`config.mk`:
```
export PLATFORM = sky130hd
export DESIGN_NAME = ps2_direction_decoder
export DESIGN_NICKNAME = d
export VERILOG_FILES = /design/src/rtl/ps2_direction_decoder.sv
export SDC_FILE = /design/constraint.sdc
export NUM_CORES = 1
export LEC_CHECK = 0
export CORE_AREA = 2 2 93 95
export DETAILED_ROUTE_END_ITERATION = 10
export DIE_AREA = 0 0 95 97
export HOLD_SLACK_MARGIN = 0.15
export SETUP_SLACK_MARGIN = 0.15
export SLEW_MARGIN = 15
export SYNTH_ARGS = -nofsm -noshare
export SYNTH_HDL_FRONTEND = slang
export SYNTH_SLANG_ARGS = --single-unit
```
`constraint.sdc`:
```
create_clock -name CLOCK_50 -period 7.7 [get_ports CLOCK_50]
set_clock_uncertainty 0.2 [all_clocks]
set_input_delay 0.77 -clock CLOCK_50 [delete_from_list [all_inputs] [get_ports CLOCK_50]]
set_output_delay 0.77 -clock CLOCK_50 [all_outputs]
set_load 0.02 [all_outputs]
```
`src/rtl/ps2_direction_decoder.sv`:
```
// PS/2 Set-2 byte stream to one-hot four-way direction for the game FSM.
// Handles E0/F0 prefixes, WASD and arrow keys, and sticky or hold-to-move modes.
module ps2_direction_decoder #(
  parameter bit         STICKY         = 1'b1,
  parameter bit         ARROW_EN       = 1'b1,
  parameter logic [7:0] KEY_UP         = 8'h1D,
  parameter logic [7:0] KEY_DOWN       = 8'h1B,
  parameter logic [7:0] KEY_LEFT       = 8'h1C,
  parameter logic [7:0] KEY_RIGHT      = 8'h23,
  parameter int         TIMEOUT_CYCLES = 1_000_000
) (
  input  logic       CLOCK_50,
  input  logic       reset,
  input  logic [7:0] ps2_byte,
  input  logic       ps2_byte_valid,
  output logic       goup,
  output logic       godown,
  output logic       goleft,
  output logic       goright,
  output logic       dir_valid,
  output logic [3:0] held,
  output logic       key_event
);

  localparam int         CW        = $clog2(TIMEOUT_CYCLES);
  localparam logic [CW-1:0] CNT_LAST = CW'(TIMEOUT_CYCLES - 1);
  localparam logic [7:0] CODE_EXT  = 8'hE0;
  localparam logic [7:0] CODE_BRK  = 8'hF0;
  localparam logic [7:0] ARR_UP    = 8'h75;
  localparam logic [7:0] ARR_DOWN  = 8'h72;
  localparam logic [7:0] ARR_LEFT  = 8'h6B;
  localparam logic [7:0] ARR_RIGHT = 8'h74;

  typedef enum logic [1:0] {S_IDLE, S_EXT, S_BRK, S_EXT_BRK} state_t;

  state_t          r_state;
  logic [CW-1:0]   r_cnt;
  logic [3:0]      r_held_n;
  logic [3:0]      r_held_e;
  logic [1:0]      r_dir;
  logic            r_vld;
  logic [3:0]      r_go;
  logic [3:0]      r_held_o;
  logic            r_kev;

  logic            w_make;
  logic            w_brk;
  logic            w_ext;
  logic            w_hit;
  logic [1:0]      w_idx;
  logic            w_src_prev;
  logic            w_mk_ev;
  logic            w_bk_ev;
  logic [3:0]      w_held_n_nx;
  logic [3:0]      w_held_e_nx;
  logic [3:0]      w_held_nx;
  logic [1:0]      w_dir_nx;
  logic            w_vld_nx;
  logic [2:0]      w_pick;
  logic [3:0]      w_go_nx;

  // Bit index 3..0 = up, down, left, right; returns {valid, index} by that priority.
  function automatic logic [2:0] pick_dir(input logic [3:0] h);
    logic [2:0] res;
    if (h[3]) begin
      res = {1'b1, 2'd3};
    end else if (h[2]) begin
      res = {1'b1, 2'd2};
    end else if (h[1]) begin
      res = {1'b1, 2'd1};
    end else if (h[0]) begin
      res = {1'b1, 2'd0};
    end else begin
      res = 3'b000;
    end
    return res;
  endfunction

  // Classify the strobed byte as a make or break event from the current prefix state.
  always_comb begin
    w_make = 1'b0;
    w_brk  = 1'b0;
    w_ext  = 1'b0;
    if (ps2_byte_valid) begin
      case (r_state)
        S_IDLE: begin
          w_make = (ps2_byte != CODE_EXT) && (ps2_byte != CODE_BRK);
        end
        S_EXT: begin
          w_make = (ps2_byte != CODE_EXT) && (ps2_byte != CODE_BRK);
          w_ext  = 1'b1;
        end
        S_BRK: begin
          w_brk = 1'b1;
        end
        S_EXT_BRK: begin
          w_brk = 1'b1;
          w_ext = 1'b1;
        end
        default: begin
          w_make = 1'b0;
        end
      endcase
    end else begin
      w_make = 1'b0;
    end
  end

  // Map the byte to a direction index for its source.
  always_comb begin
    w_hit = 1'b0;
    w_idx = 2'd0;
    if (w_ext) begin
      if (ARROW_EN) begin
        case (ps2_byte)
          ARR_UP:    begin w_hit = 1'b1; w_idx = 2'd3; end
          ARR_DOWN:  begin w_hit = 1'b1; w_idx = 2'd2; end
          ARR_LEFT:  begin w_hit = 1'b1; w_idx = 2'd1; end
          ARR_RIGHT: begin w_hit = 1'b1; w_idx = 2'd0; end
          default:   begin w_hit = 1'b0; end
        endcase
      end else begin
        w_hit = 1'b0;
      end
    end else begin
      case (ps2_byte)
        KEY_UP:    begin w_hit = 1'b1; w_idx = 2'd3; end
        KEY_DOWN:  begin w_hit = 1'b1; w_idx = 2'd2; end
        KEY_LEFT:  begin w_hit = 1'b1; w_idx = 2'd1; end
        KEY_RIGHT: begin w_hit = 1'b1; w_idx = 2'd0; end
        default:   begin w_hit = 1'b0; end
      endcase
    end
  end

  assign w_src_prev = w_ext ? r_held_e[w_idx] : r_held_n[w_idx];
  assign w_mk_ev    = w_make & w_hit;
  // A break of a key that is not held is dropped entirely.
  assign w_bk_ev    = w_brk & w_hit & w_src_prev;

  // Next held bits for both sources.
  always_comb begin
    w_held_n_nx = r_held_n;
    w_held_e_nx = r_held_e;
    if (w_mk_ev) begin
      if (w_ext) begin
        w_held_e_nx[w_idx] = 1'b1;
      end else begin
        w_held_n_nx[w_idx] = 1'b1;
      end
    end else if (w_bk_ev) begin
      if (w_ext) begin
        w_held_e_nx[w_idx] = 1'b0;
      end else begin
        w_held_n_nx[w_idx] = 1'b0;
      end
    end else begin
      w_held_n_nx = r_held_n;
    end
  end

  assign w_held_nx = w_held_n_nx | w_held_e_nx;
  assign w_pick    = pick_dir(w_held_nx);

  // Next direction: latest make wins; in hold mode releasing the active key re-selects.
  always_comb begin
    w_dir_nx = r_dir;
    w_vld_nx = r_vld;
    if (w_mk_ev) begin
      w_dir_nx = w_idx;
      w_vld_nx = 1'b1;
    end else if (w_bk_ev && !STICKY && r_vld && (r_dir == w_idx) && !w_held_nx[w_idx]) begin
      w_vld_nx = w_pick[2];
      w_dir_nx = w_pick[1:0];
    end else begin
      w_dir_nx = r_dir;
    end
  end

  assign w_go_nx = w_vld_nx ? (4'b0001 << w_dir_nx) : 4'b0000;

  // Prefix FSM with idle timeout; a byte on the timeout cycle is still decoded.
  always_ff @(posedge CLOCK_50 or negedge reset) begin
    if (!reset) begin
      r_state <= S_IDLE;
      r_cnt   <= '0;
    end else if (ps2_byte_valid) begin
      r_cnt <= '0;
      case (r_state)
        S_IDLE: begin
          if (ps2_byte == CODE_EXT) begin
            r_state <= S_EXT;
          end else if (ps2_byte == CODE_BRK) begin
            r_state <= S_BRK;
          end else begin
            r_state <= S_IDLE;
          end
        end
        S_EXT: begin
          if (ps2_byte == CODE_BRK) begin
            r_state <= S_EXT_BRK;
          end else if (ps2_byte == CODE_EXT) begin
            r_state <= S_EXT;
          end else begin
            r_state <= S_IDLE;
          end
        end
        default: begin
          r_state <= S_IDLE;
        end
      endcase
    end else if (r_state != S_IDLE) begin
      if (r_cnt == CNT_LAST) begin
        r_state <= S_IDLE;
        r_cnt   <= '0;
      end else begin
        r_cnt <= r_cnt + CW'(1);
      end
    end else begin
      r_cnt <= '0;
    end
  end

  // Held bits, direction register and registered outputs.
  always_ff @(posedge CLOCK_50 or negedge reset) begin
    if (!reset) begin
      r_held_n <= 4'b0000;
      r_held_e <= 4'b0000;
      r_dir    <= 2'd0;
      r_vld    <= 1'b0;
      r_go     <= 4'b0000;
      r_held_o <= 4'b0000;
      r_kev    <= 1'b0;
    end else begin
      r_held_n <= w_held_n_nx;
      r_held_e <= w_held_e_nx;
      r_dir    <= w_dir_nx;
      r_vld    <= w_vld_nx;
      r_go     <= w_go_nx;
      r_held_o <= w_held_nx;
      r_kev    <= w_mk_ev & ~w_src_prev;
    end
  end

  assign goup      = r_go[3];
  assign godown    = r_go[2];
  assign goleft    = r_go[1];
  assign goright   = r_go[0];
  assign dir_valid = r_vld;
  assign held      = r_held_o;
  assign key_event = r_kev;

endmodule

```
final_placement.png
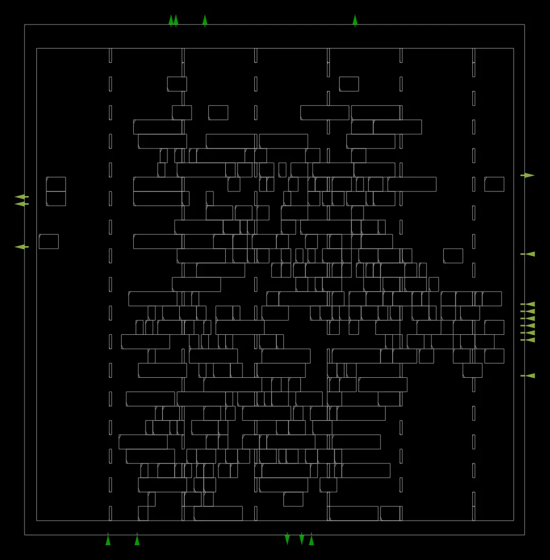
num sequential: 42
Core ar.: 8130 um2

drive_strength.png
Drawn at 4 px/um.
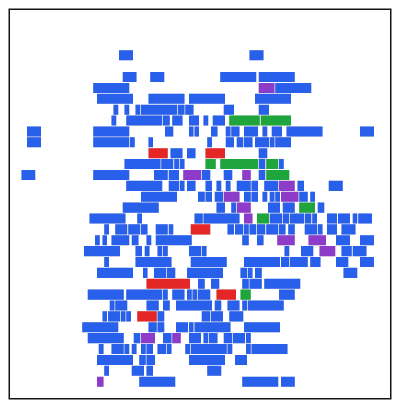
size	color	cells	share
drive 6 and up	red	6	2.3%
drive 2	purple	14	5.3%
drive 3 to 4	green	9	3.4%
drive 1 or less	blue	237	89%

==> qor.json <==
{
  "finish": {
    "final_layout_size_suffix_gt1_share_pct": 10.9,
    "multi_input_gate_share_of_the_layout_cell_area_pct": 45.0,
    "multi_input_comb_area_um2": 1250,
    "largest_register_ff_count": 20,
    "final_core_util_pct": 34.1,
    "seqCellArea_um2": 1050,
    "comb_cells": 187,
    "postLayoutCellArea_um2": 2770,
    "buffer_area_share_pct": 7.31,
    "layout.cells.non_filler": 371,
    "lay_top_cells": "dfrtp_1 (42), nor2_1 (36), clkdlybuf4s50_1 (19)",
    "signal_buffers": 21,
    "area.growth.synth_to_final_pct": 15.6
  },
  "pwr": {
    "cellLeakagePower_nw": 1.10,
    "power.density_nw_per_um2": 162,
    "sequentialPowerShare_pct": 51.2,
    "vdd_drop_max_uv": 73.5,
    "clockPowerShare_pct": 38.2,
    "power_frac_comb_pct": 10.6
  },
  "routing": {
    "routed-wl-met2_um": 2150,
    "first_pass_iters": 4,
    "routed.top_layer": "met4",
    "avgViaCountPerCell": 4.98,
    "route.layer.met1.wl_um": 2460,
    "drt-initial-drc-count": 113,
    "drcViolationCount": 0
  },
  "final_timing": {
    "timing.final.crit_period_ns": 3.59,
    "fin_crit_sh_pct": 46.6,
    "hold_ws_ns": 0.295,
    "rsz_0062_raised_after_global_routing": "no",
    "finalSetupTns_ns": 0,
    "relSlewSlack_pct": 39.3
  },
  "flow_run": {
    "total_of_max_cap_violations": 0,
    "number_of_logged_tool_warnings": 26
  },
  "worst_setup_path": {
    "cpLargestDelayFamily": "simple AND/OR/NAND/NOR gates",
    "cp.buffers_inverters": 1,
    "worst_setup_path_endpoint": "held[1]$_DFF_PN0_",
    "crit_start": "ps2_byte[6]",
    "critical-path-slowest-cell": "clkdlybuf4s50_1",
    "endpoint_arrival_time_on_the_critical_path_ns": 3.63,
    "worstPathRequired_ns": 7.73,
    "crit_type": "in2reg",
    "startpoint_type": "primary input",
    "critPathMaxFanout": 11,
    "setup.worst_path.end_class": "register"
  },
  "synthesis": {
    "synthSimpleGateAreaFrac_pct": 26.8,
    "mappedNetlistNets": 258,
    "synth-seq-cells": 42,
    "ys_cells": 246
  },
  "cts": {
    "cts-htree-levels": 2,
    "post_cts.repair.setup_buffers": 0,
    "insertion_delay_ns": 0.29,
    "clk_path_buf_depth": 2,
    "cts_made_buffers": 5,
    "cts.root.buffer_cell": "clkbuf_8"
  },
  "floorplanning": {
    "ioPinCount": 21,
    "die_y_um": 97,
    "num_rows": 33
  },
  "hold_path": {
    "holdPathStages": 1,
    "worstHoldEndpoint": "r_cnt[0]$_DFF_PN0_",
    "timing.hold.worst.start": "r_cnt[0]$_DFF_PN0_"
  },
  "grt": {
    "grt_pass1_vias": 1769,
    "pin_count_of_the_biggest_net_entering_global_routing": 43,
    "global_route.peak_usage_layer": "met2",
    "grt.met2_usage_pct": 16.9,
    "groute.layer.met1.usage_pct": 16.5,
    "antenna_violations_before_repair": 0
  },
  "placement": {
    "port_buf_inserts": 20,
    "post-place-ws_ns": 3.85
  },
  "outcome": {
    "status": "finished, final reports clean"
  }
}
metal_stack.png
Drawn at 4 px/um. Two of the layers only.
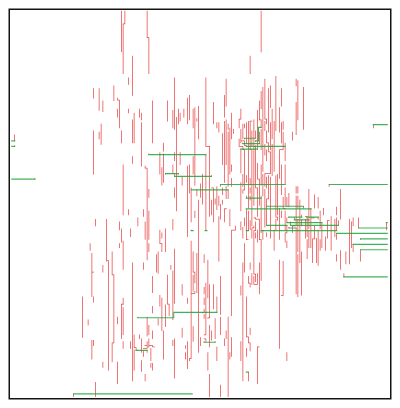
layer	color	wire length
met2	red	2150 um
met3	green	298 um
Total Routing Usage GR: 11.6%
Routed WL: 5000 um
post-detailed-route wirelength per cell: 13.5 um
via count: 1848

Power figures rest on the tool's default switching activity, not on a simulated workload.
